### Power grid, run 1

Pins as bars on the die edge. Tap cells in gray.
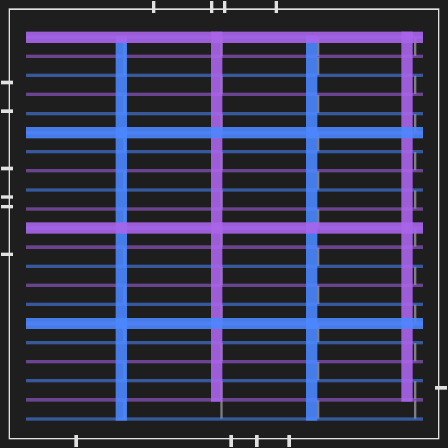
### Clock wires, drivers and flops, run 1

Bar = 20 um.
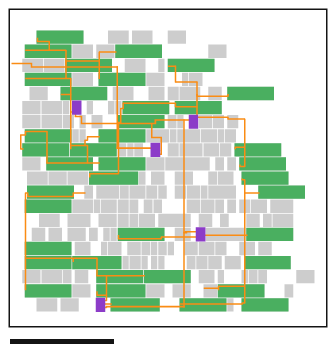
### Selected gate families, run 1

Bar = 20 um.
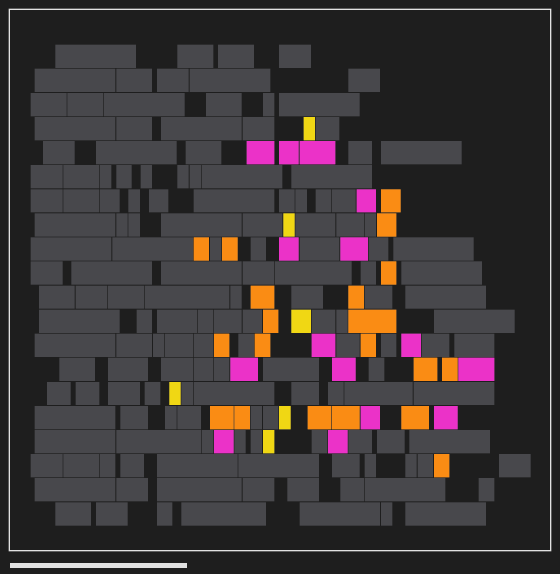
### config.mk
export PLATFORM = sky130hd
export DESIGN_NAME = rs232_rx
export DESIGN_NICKNAME = d
export VERILOG_FILES = /design/src/rtl/rs232_rx_pkg.sv /design/src/rtl/rs232_sync.sv /design/src/rtl/rs232_rx.sv
export SDC_FILE = /design/constraint.sdc
export NUM_CORES = 1
export LEC_CHECK = 0
export CORE_MARGIN = 2
export CORE_UTILIZATION = 60
export CTS_BUF_LIST = sky130_fd_sc_hd__clkbuf_2
export DETAILED_ROUTE_END_ITERATION = 16
export PLACE_DENSITY = 0.89
export RECOVER_POWER = 25
export SETUP_SLACK_MARGIN = 0.05
export SLEW_MARGIN = 20
export SYNTH_ARGS = -nofsm -noshare
export SYNTH_HDL_FRONTEND = slang
export SYNTH_SLANG_ARGS = --single-unit
### constraint.sdc
create_clock -name clk_i -period 2.2 [get_ports clk_i]
set_input_delay 0.22 -clock clk_i [delete_from_list [all_inputs] [get_ports clk_i]]
set_output_delay 0.22 -clock clk_i [all_outputs]
set_load 0.01 [all_outputs]
### src/rtl/rs232_rx_pkg.sv
// rs232_rx_pkg: shared RS232 state encodings, parity codes and default bit timing
package rs232_rx_pkg;
  typedef enum logic [2:0] {ST_IDLE, ST_START, ST_DATA, ST_PAR, ST_STOP, ST_BREAK} state_t;
  localparam int PARITY_NONE = 0;
  localparam int PARITY_EVEN = 1;
  localparam int PARITY_ODD = 2;
  localparam int CLKS_PER_BIT_DEF = 5208;
endpackage

### src/rtl/rs232_sync.sv
// rs232_sync: 2-flop synchroniser resetting to 1 (clk_i, async active-low rst_i, d_i in, q_o out)
module rs232_sync (
  input  logic clk_i,
  input  logic rst_i,
  input  logic d_i,
  output logic q_o
);
  logic s1_q, s2_q;
  always_ff @(posedge clk_i or negedge rst_i)
    if (!rst_i) {s2_q, s1_q} <= 2'b11;
    else {s2_q, s1_q} <= {s1_q, d_i};
  assign q_o = s2_q;
endmodule

### src/rtl/rs232_rx.sv
// rs232_rx: UART receiver; RXD_i -> data_o with valid_o/parity_err_o/frame_err_o strobes and busy_o
module rs232_rx
  import rs232_rx_pkg::*;
#(
  parameter int CLKS_PER_BIT = CLKS_PER_BIT_DEF,
  parameter int PARITY = PARITY_NONE
) (
  input  logic       clk_i,
  input  logic       rst_i,
  input  logic       RXD_i,
  output logic [7:0] data_o,
  output logic       valid_o,
  output logic       parity_err_o,
  output logic       frame_err_o,
  output logic       busy_o
);
  localparam int TW = $clog2(CLKS_PER_BIT);
  localparam logic [TW-1:0] HALF = TW'(CLKS_PER_BIT / 2 - 1);
  localparam logic [TW-1:0] FULL = TW'(CLKS_PER_BIT - 1);
  state_t state_q, state_d;
  logic [TW-1:0] timer_q, timer_d;
  logic [2:0] idx_q, idx_d;
  logic [7:0] shift_q, shift_d, data_q, data_d;
  logic par_q, par_d, valid_q, valid_d, perr_q, perr_d, ferr_q, ferr_d;
  logic rxs, tick, mismatch;
  rs232_sync u_sync (.clk_i(clk_i), .rst_i(rst_i), .d_i(RXD_i), .q_o(rxs));
  assign tick = timer_q == '0;
  assign mismatch = (PARITY == PARITY_NONE) ? 1'b0 : (^shift_q ^ par_q ^ (PARITY == PARITY_ODD));
  always_comb begin
    state_d = state_q;
    timer_d = tick ? timer_q : timer_q - TW'(1);
    idx_d = idx_q;
    shift_d = shift_q;
    par_d = par_q;
    data_d = data_q;
    valid_d = 1'b0;
    perr_d = 1'b0;
    ferr_d = 1'b0;
    unique case (state_q)
      ST_IDLE: if (!rxs) begin
        state_d = ST_START;
        timer_d = HALF;
      end
      ST_START: if (tick) begin
        state_d = rxs ? ST_IDLE : ST_DATA;
        idx_d = 3'd0;
        timer_d = FULL;
      end
      ST_DATA: if (tick) begin
        shift_d[idx_q] = rxs;
        idx_d = idx_q + 3'd1;
        timer_d = FULL;
        if (idx_q == 3'd7) state_d = (PARITY != PARITY_NONE) ? ST_PAR : ST_STOP;
      end
      ST_PAR: if (tick) begin
        par_d = rxs;
        timer_d = FULL;
        state_d = ST_STOP;
      end
      ST_STOP: if (tick) begin
        data_d = shift_q;
        valid_d = rxs;
        perr_d = rxs & mismatch;
        ferr_d = !rxs;
        state_d = rxs ? ST_IDLE : ST_BREAK;
      end
      ST_BREAK: if (rxs) state_d = ST_IDLE;
      default: state_d = ST_IDLE;
    endcase
  end
  always_ff @(posedge clk_i or negedge rst_i)
    if (!rst_i) begin
      state_q <= ST_IDLE;
      timer_q <= '0;
      idx_q <= '0;
      shift_q <= '0;
      par_q <= 1'b0;
      data_q <= '0;
      valid_q <= 1'b0;
      perr_q <= 1'b0;
      ferr_q <= 1'b0;
    end else begin
      state_q <= state_d;
      timer_q <= timer_d;
      idx_q <= idx_d;
      shift_q <= shift_d;
      par_q <= par_d;
      data_q <= data_d;
      valid_q <= valid_d;
      perr_q <= perr_d;
      ferr_q <= ferr_d;
    end
  assign data_o = data_q;
  assign valid_o = valid_q;
  assign parity_err_o = perr_q;
  assign frame_err_o = ferr_q;
  assign busy_o = state_q != ST_IDLE;
endmodule

==> results.tsv, run 1 <==
stage	metric	value	unit
floorplanning	chip area	0.00372	mm^2
synthesis	Synth Instances	172	
finish	Top Layout Cells	dfrtp_1, nor2_1, mux2_2	
worst_setup_path	worst r2r src	timer_q[1]$_DFF_PN0_	
sta	RSZ-0062 raised after global routing	no	
finish	Cell Count, Final, Fillers Out	236	
status	outcome	finished clean	
cts	Reg clk slew, reported paths	0.19	ns
route	routed vias	1415	
run	tool warnings	27	
worst_setup_path	Required @ worst endpoint	1.98	ns
route	1st-iter DRT viols	60	
route	Via density	6.00	
finish	largest class	registers	
worst_setup_path	r2r setup slk	0.17	ns
finish	Non-CTS buffers	18	
worst_setup_path	max incr delay on CP	0.53	ns
finish	Nets	199	
finish	Inserted Diodes	0	
cts	CTS H-tree lvls	2	
route	final WL	3930	um
floorplanning	Die Height	61	um
min_path	Min-Delay Startpoint	RXD_i	
synthesis	Syn Area/Cell	11.3	um^2
sta	final hold slack	0.344	ns
power_and_ir_drop	Leak	0.937	nW
min_path	Hold Crit Class	primary input to register	
floorplanning	# IOs	15	
cts	CTS sink count	39	
worst_setup_path	Crit path buffers/inverters	1	
finish	number of flip-flops in the largest register	13	
route	First-pass DRT Iterations	4	
About 'Power grid':
color	net
blue	VSS
purple	VDD
met4 straps	4
met1 rails	21

About 'Clock wires, drivers and flops':
[green] flip-flops | count: 39
[orange] clock wires | length: 453 um
[purple] cells driving clock nets | count: 5
routed clock nets	6
flops lie	widely spread

About 'Selected gate families':
color	family	cells	most used
magenta	AND and OR gates	15	or3_1
yellow	inverters	6	inv_1
orange	inverting AOI/OAI gates	20	a21oi_1

==> run 1: layer usage <==
layer	GRT usage	wire length, um	part of all wire	vias to the layer above
li1	-	-	-	671
met1	0.313	1700	0.43	693
met2	0.384	1950	0.50	43
met3	0.0704	199	0.051	8
met4	0.102	76	0.019	0
met5	0	0	0	-
==> run 1: power breakdown <==
group,internal [mW],switching (mW),leakage (nW)
Clock,0.0751,0.249,0.0250
Combinational,0.00350,0.0152,0.427
Sequential,0.721,0.00410,0.484
Total,0.800,0.268,0.937
==> run 1: cell usage after synthesis, types with 2 or more instances <==
library cell / number / share of area
or3_1: 5 / 0.016
dfstp_2: 2 / 0.027
nand4_1: 2 / 0.0064
o21ai_0: 3 / 0.0077
or4_1: 2 / 0.0077
a2111oi_0: 2 / 0.0090
mux2_2: 16 / 0.092
and4_1: 2 / 0.0090
dfrtp_1: 37 / 0.47
ha_1: 5 / 0.032
nor2_1: 17 / 0.033
a32o_1: 2 / 0.010
o31a_1: 2 / 0.0090
a211oi_1: 4 / 0.015
nor3_1: 8 / 0.021
nand3_1: 5 / 0.013
or4_4: 2 / 0.012
clkbuf_1: 3 / 0.0058
a21oi_1: 7 / 0.018
xnor2_1: 4 / 0.018
inv_1: 5 / 0.0096
a31oi_1: 2 / 0.0064
nand2b_1: 3 / 0.0096
a21o_1: 3 / 0.012
nand2_1: 5 / 0.0096
==> run 1: cells by family after synthesis <==
logic type | count (synthesis) | share of synthesized area
multiplexers | 17 | 0.0976
adder cells (fa/ha/maj) | 5 | 0.0321
other | 1 | 0.00192
buffers and inverters | 12 | 0.0302
flip-flops | 39 | 0.502
AND-OR/OR-AND | 29 | 0.104
AND/OR/NAND/NOR | 65 | 0.214
XOR/XNOR | 4 | 0.0180
### Cell classes on the final placement, run 1

Bar = 20 um.
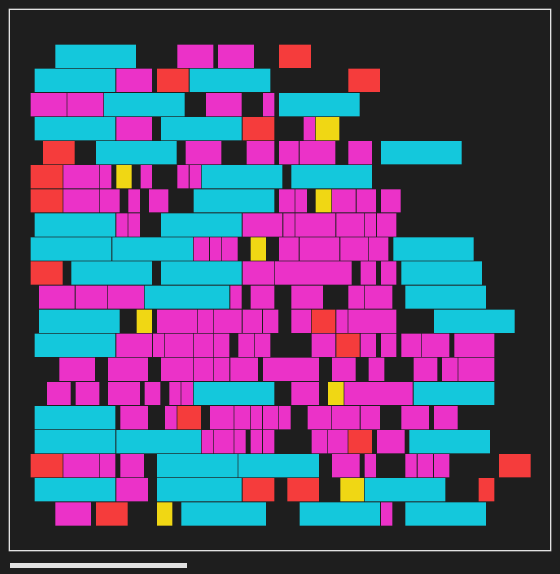

==> run 2: changes to the inputs <==
--- a/config.mk
+++ b/config.mk
@@ -5,13 +5,13 @@
 export SDC_FILE = /design/constraint.sdc
 export NUM_CORES = 1
 export LEC_CHECK = 0
+export ABC_AREA = 1
 export CORE_MARGIN = 2
-export CORE_UTILIZATION = 60
+export CORE_UTILIZATION = 50
 export CTS_BUF_LIST = sky130_fd_sc_hd__clkbuf_2
 export DETAILED_ROUTE_END_ITERATION = 16
-export PLACE_DENSITY = 0.89
+export PLACE_DENSITY = 0.77
 export RECOVER_POWER = 25
-export SETUP_SLACK_MARGIN = 0.05
 export SLEW_MARGIN = 20
 export SYNTH_ARGS = -nofsm -noshare
 export SYNTH_HDL_FRONTEND = slang
### Cell classes on the final placement, run 2

Bar = 20 um.
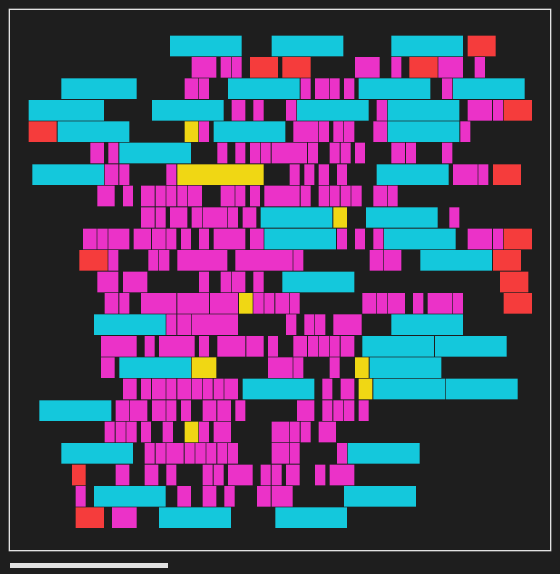
color	class	cells	share of their area
magenta	all other logic	207	47%
yellow	clock drivers and dummy loads	8	3.1%
cyan	flip-flops	39	44%
red	other buffers and delay cells	14	6.0%

### Clock nets, run 2

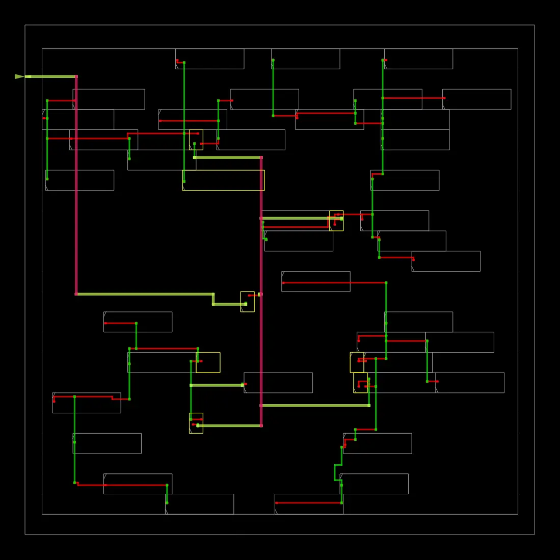
Final Skew: 0.0161 ns
clock buffers: 5
Skew-Pair Late Insertion Delay: 0.41 ns
CTS sink count: 39

==> run 2 against run 1 <==
Against the previous run:
- clock power grew 35%
- synthesized cell count grew 46%
- routed wire length decreased by 3.0%
- count of clock-buffer cells in the layout stayed put
- sequential power barely moved
- combinational power increased by about 20%
- die size rose by 26%
- worst hold slack got worse by 0.0081 ns
- critical path depth rose by 3
- sequential share of layout area decreased by 2.3 points
- critical path type unchanged
==> results.tsv, run 2 <==
stage	metric	value	unit
status	outcome	finished clean	
route	1st-iter DRT viols	98	
synthesis	Top cell area share	0.446	
synthesis	most frequent cell after synthesis	nand2_1	
synthesis	adder share	0.0301	
synthesis	simple-gate share of the synthesized area	0.287	
finish	Cell Count, Final, Fillers Out	318	
run	tool warnings	27	
synthesis	top post-synthesis cells by count	nand2_1, dfrtp_1, inv_1, nor2_1, o21ai_1	
synthesis	cell type with the largest total area	dfrtp_1	
cts	Reg clk slew, reported paths	0.18	ns
route	First-pass DRT Iterations	5	
finish	Inserted Diodes	0	
synthesis	comb area leader	simple AND/OR/NAND/NOR gates	
sta	RSZ-0062 raised after global routing	no	
floorplanning	chip area	0.00469	mm^2
min_path	Hold Crit Class	primary input to register	
finish	Top Layout Cells	nand2_1, dfrtp_1, inv_1	
synthesis	Synth Area in XOR/XNOR	0.0169	
synthesis	top cells, area	dfrtp_1, nand2_1, inv_1	
worst_setup_path	Required @ worst endpoint	1.98	ns
route	final WL	3810	um
finish	number of flip-flops in the largest register	13	
floorplanning	Die Height	68.5	um
power_and_ir_drop	Leak	1.04	nW
==> run 2: cell count changes after synthesis, sizes merged, moves of 5 or more <==
cell / change
nand2: +63
or3: -5
inv: +27
nor2: +17
nand3: +8
mux2: -16
o21ai: +24
==> run 2: final timing paths <==
check | startpoint | end | slack, ns | depth (start not counted)
min reg2reg | u_sync.s1_q$_DFF_PN1_ | u_sync.q_o$_DFF_PN1_ | 0.37 | 0
min | RXD_i | u_sync.s1_q$_DFF_PN1_ | 0.34 | 1
min in group asynchronous | rst_i | timer_q[3]$_DFF_PN0_ | 0.45 | 2
max | state_q[1]$_DFFE_PN0P_ | busy_o | 0.23 | 5
max reg2reg | timer_q[0]$_DFF_PN0_ | timer_q[0]$_DFF_PN0_ | 0.34 | 8
max in group asynchronous | rst_i | state_q[1]$_DFFE_PN0P_ | 1.16 | 2
==> run 2: metal layers <==
layer,part of all wire,track usage,vias to the layer above
met5,0,0,-
met4,0.020,0.0675,0
met3,0.034,0.0493,11
met2,0.45,0.296,27
met1,0.50,0.280,741
li1,-,-,830
==> run 2: metrics by stage <==
step	power [mW]	hold WS, ns	setup WS, ns	util
after floorplan	0.741	-0.0756	0.472	-
after detailed placement	0.759	0.349	0.355	0.557
final	1.19	0.336	0.229	0.576
after global routing	1.24	0.305	0.117	0.576
after CTS	1.20	0.183	0.232	0.576
after global placement	0.758	0.346	0.411	0.557
==> run 2: final cells by class <==
type,count,area [um^2],share of cell area
well taps,50,62.6,0.0271
inverters,33,124,0.0537
clock inverters,3,43.8,0.0190
repair buffers,14,135,0.0586
flip-flops and latches,39,978,0.424
multi-input cells,174,937,0.406
clock buffers,5,25.0,0.0109
==> run 2: power breakdown <==
group	internal, mW	leakage, nW	switching (mW)
registers	0.721	0.486	0.00210
clock network	0.193	0.0429	0.247
logic	0.00343	0.515	0.0189
### Power grid, run 2

Pins as bars on the die edge. Tap cells in gray.
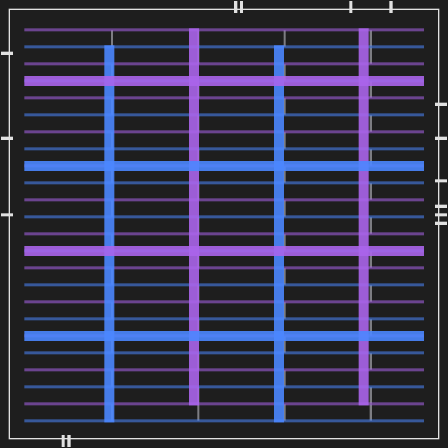

==> run 3: changes to the inputs <==
--- a/config.mk
+++ b/config.mk
@@ -7,10 +7,10 @@
 export LEC_CHECK = 0
 export ABC_AREA = 1
 export CORE_MARGIN = 2
-export CORE_UTILIZATION = 50
+export CORE_UTILIZATION = 45
 export CTS_BUF_LIST = sky130_fd_sc_hd__clkbuf_2
 export DETAILED_ROUTE_END_ITERATION = 16
-export PLACE_DENSITY = 0.77
+export PLACE_DENSITY = 0.71
 export RECOVER_POWER = 25
 export SLEW_MARGIN = 20
 export SYNTH_ARGS = -nofsm -noshare
### Power grid, run 3

Pins as bars on the die edge. Tap cells in gray.
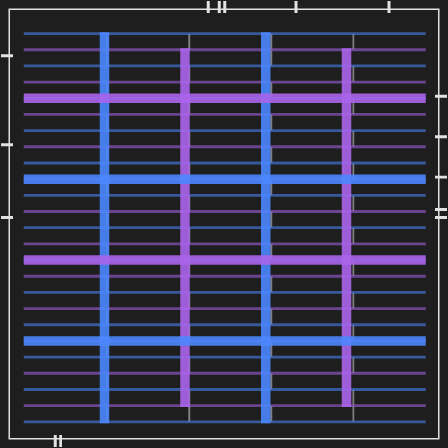
color	net
blue	VSS
purple	VDD
met5 straps	4
tap cells	52
met4 straps	4
met1 rails	25
rows	24

==> run 3 against run 2 <==
Against the previous run:
- worst hold slack better by 0.0011 ns
- register-to-register slack hardly changed
- die size is 10% higher
- fmax is 0.76% lower
- critical path depth unchanged
- synthesized area unchanged
- count of clock-buffer cells in the layout did not move
- global-route usage down 3.2 points
- combinational power hardly changed
- clock skew up 0.029 ns
==> results.tsv, run 3 <==
stage	metric	value	unit
finish	Inserted Diodes	0	
finish	Finished Core Util	0.523	
min_path	Hold Crit Class	primary input to register	
worst_setup_path	r2r endpoint	timer_q[0]$_DFF_PN0_	
min_path	Min-Delay Startpoint	RXD_i	
route	1st-iter DRT viols	85	
finish	number of flip-flops in the largest register	13	
synthesis	top post-synthesis cells by count	nand2_1, dfrtp_1, inv_1, nor2_1, o21ai_1	
cts	Reg clk slew, reported paths	0.19	ns
cts	CTS H-tree lvls	2	
route	met2 WL	1710	um
route	uppermost layer routed	met4	
synthesis	Syn Area/Cell	8.28	um^2
synthesis	top cells, area	dfrtp_1, nand2_1, inv_1	
floorplanning	Die Height	72.0	um
status	outcome	finished clean	
placed_design	pre-CTS worst setup slack	0.360	ns
synthesis	comb area leader	simple AND/OR/NAND/NOR gates	
floorplanning	chip area	0.00518	mm^2
grt	Most Crowded Layer GR	met2	
power_and_ir_drop	Leak	1.04	nW
finish	Nets	275	
synthesis	cell type with the largest total area	dfrtp_1	
grt	routing usage on met3	0.0292	
### Selected gate families, run 3

Bar = 20 um.
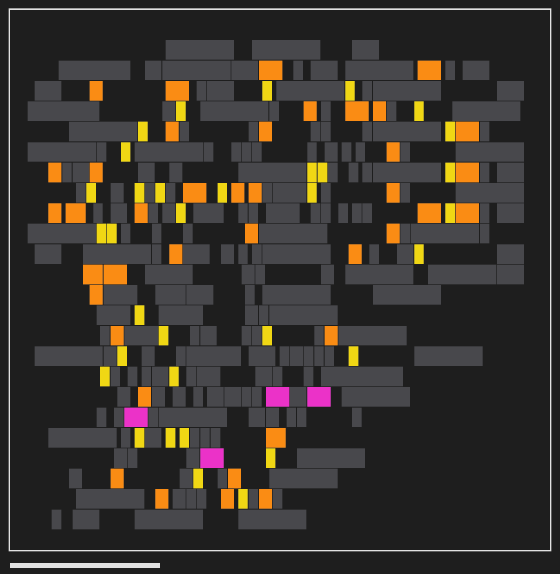
color	family	cells	most used
orange	inverting AOI/OAI gates	39	o21ai_1
magenta	XOR/XNOR gates	4	xor2_1
yellow	inverters	33	inv_1

run 3: cells by family (layout without fill, tap and decap cells):
family                     after synthesis  in the layout
and+or+nand+nor                        125            125
AOI/OAI and AO/OA                       39             39
DFF                                     39             39
buffers and inverters                   38             55
adders and majority gates                5              5
xor gates and xnor gates                 4              4
other                                    1              1
run 3: where the power goes:
| group | switching (mW) | internal (mW) |
|---|---|---|
| registers | 0.00142 | 0.722 |
| clock network | 0.255 | 0.193 |
| logic | 0.0189 | 0.00344 |
| total | 0.275 | 0.918 |
run 3: what timing repair did:
action	CTS	global route
endpoints found under the setup margin	0	0
hold buffers	1	0
endpoints found under the hold margin	37	0
run 3: cell type report:
class                      count  area (um^2)
fill                         413         2110
sequential                    39          978
inverter                      33          124
timing repair buffer          14          135
clock buffer                   5         25.0
tap                           52         65.1
multi-input combinational    174          937
clock inverter                 3         43.8
run 3: worst max-delay path by stage:
| stage | depth (start not counted) | start | end | slack, ns |
|---|---|---|---|---|
| 2_1_floorplan | 8 | timer_q[0]$_DFF_PN0_ | timer_q[0]$_DFF_PN0_ | 0.47 |
| 3_3_place_gp | 8 | timer_q[0]$_DFF_PN0_ | timer_q[0]$_DFF_PN0_ | 0.41 |
| 3_5_place_dp | 8 | timer_q[0]$_DFF_PN0_ | timer_q[0]$_DFF_PN0_ | 0.36 |
| 4_1_cts | 5 | state_q[1]$_DFFE_PN0P_ | busy_o | 0.20 |
| 5_1_grt | 5 | state_q[1]$_DFFE_PN0P_ | busy_o | 0.12 |
| 6_report | 5 | state_q[1]$_DFFE_PN0P_ | busy_o | 0.21 |
run 3: through the flow:
step                      power [mW]  hold WS (ns)  cells
after global routing            1.24         0.293    320
final                           1.19         0.337    320
after detailed placement       0.758         0.351    311
after floorplan                0.741       -0.0756    251
after global placement         0.758         0.347    311
after CTS                       1.20         0.178    320
Power is estimated from default activity; no workload was simulated.
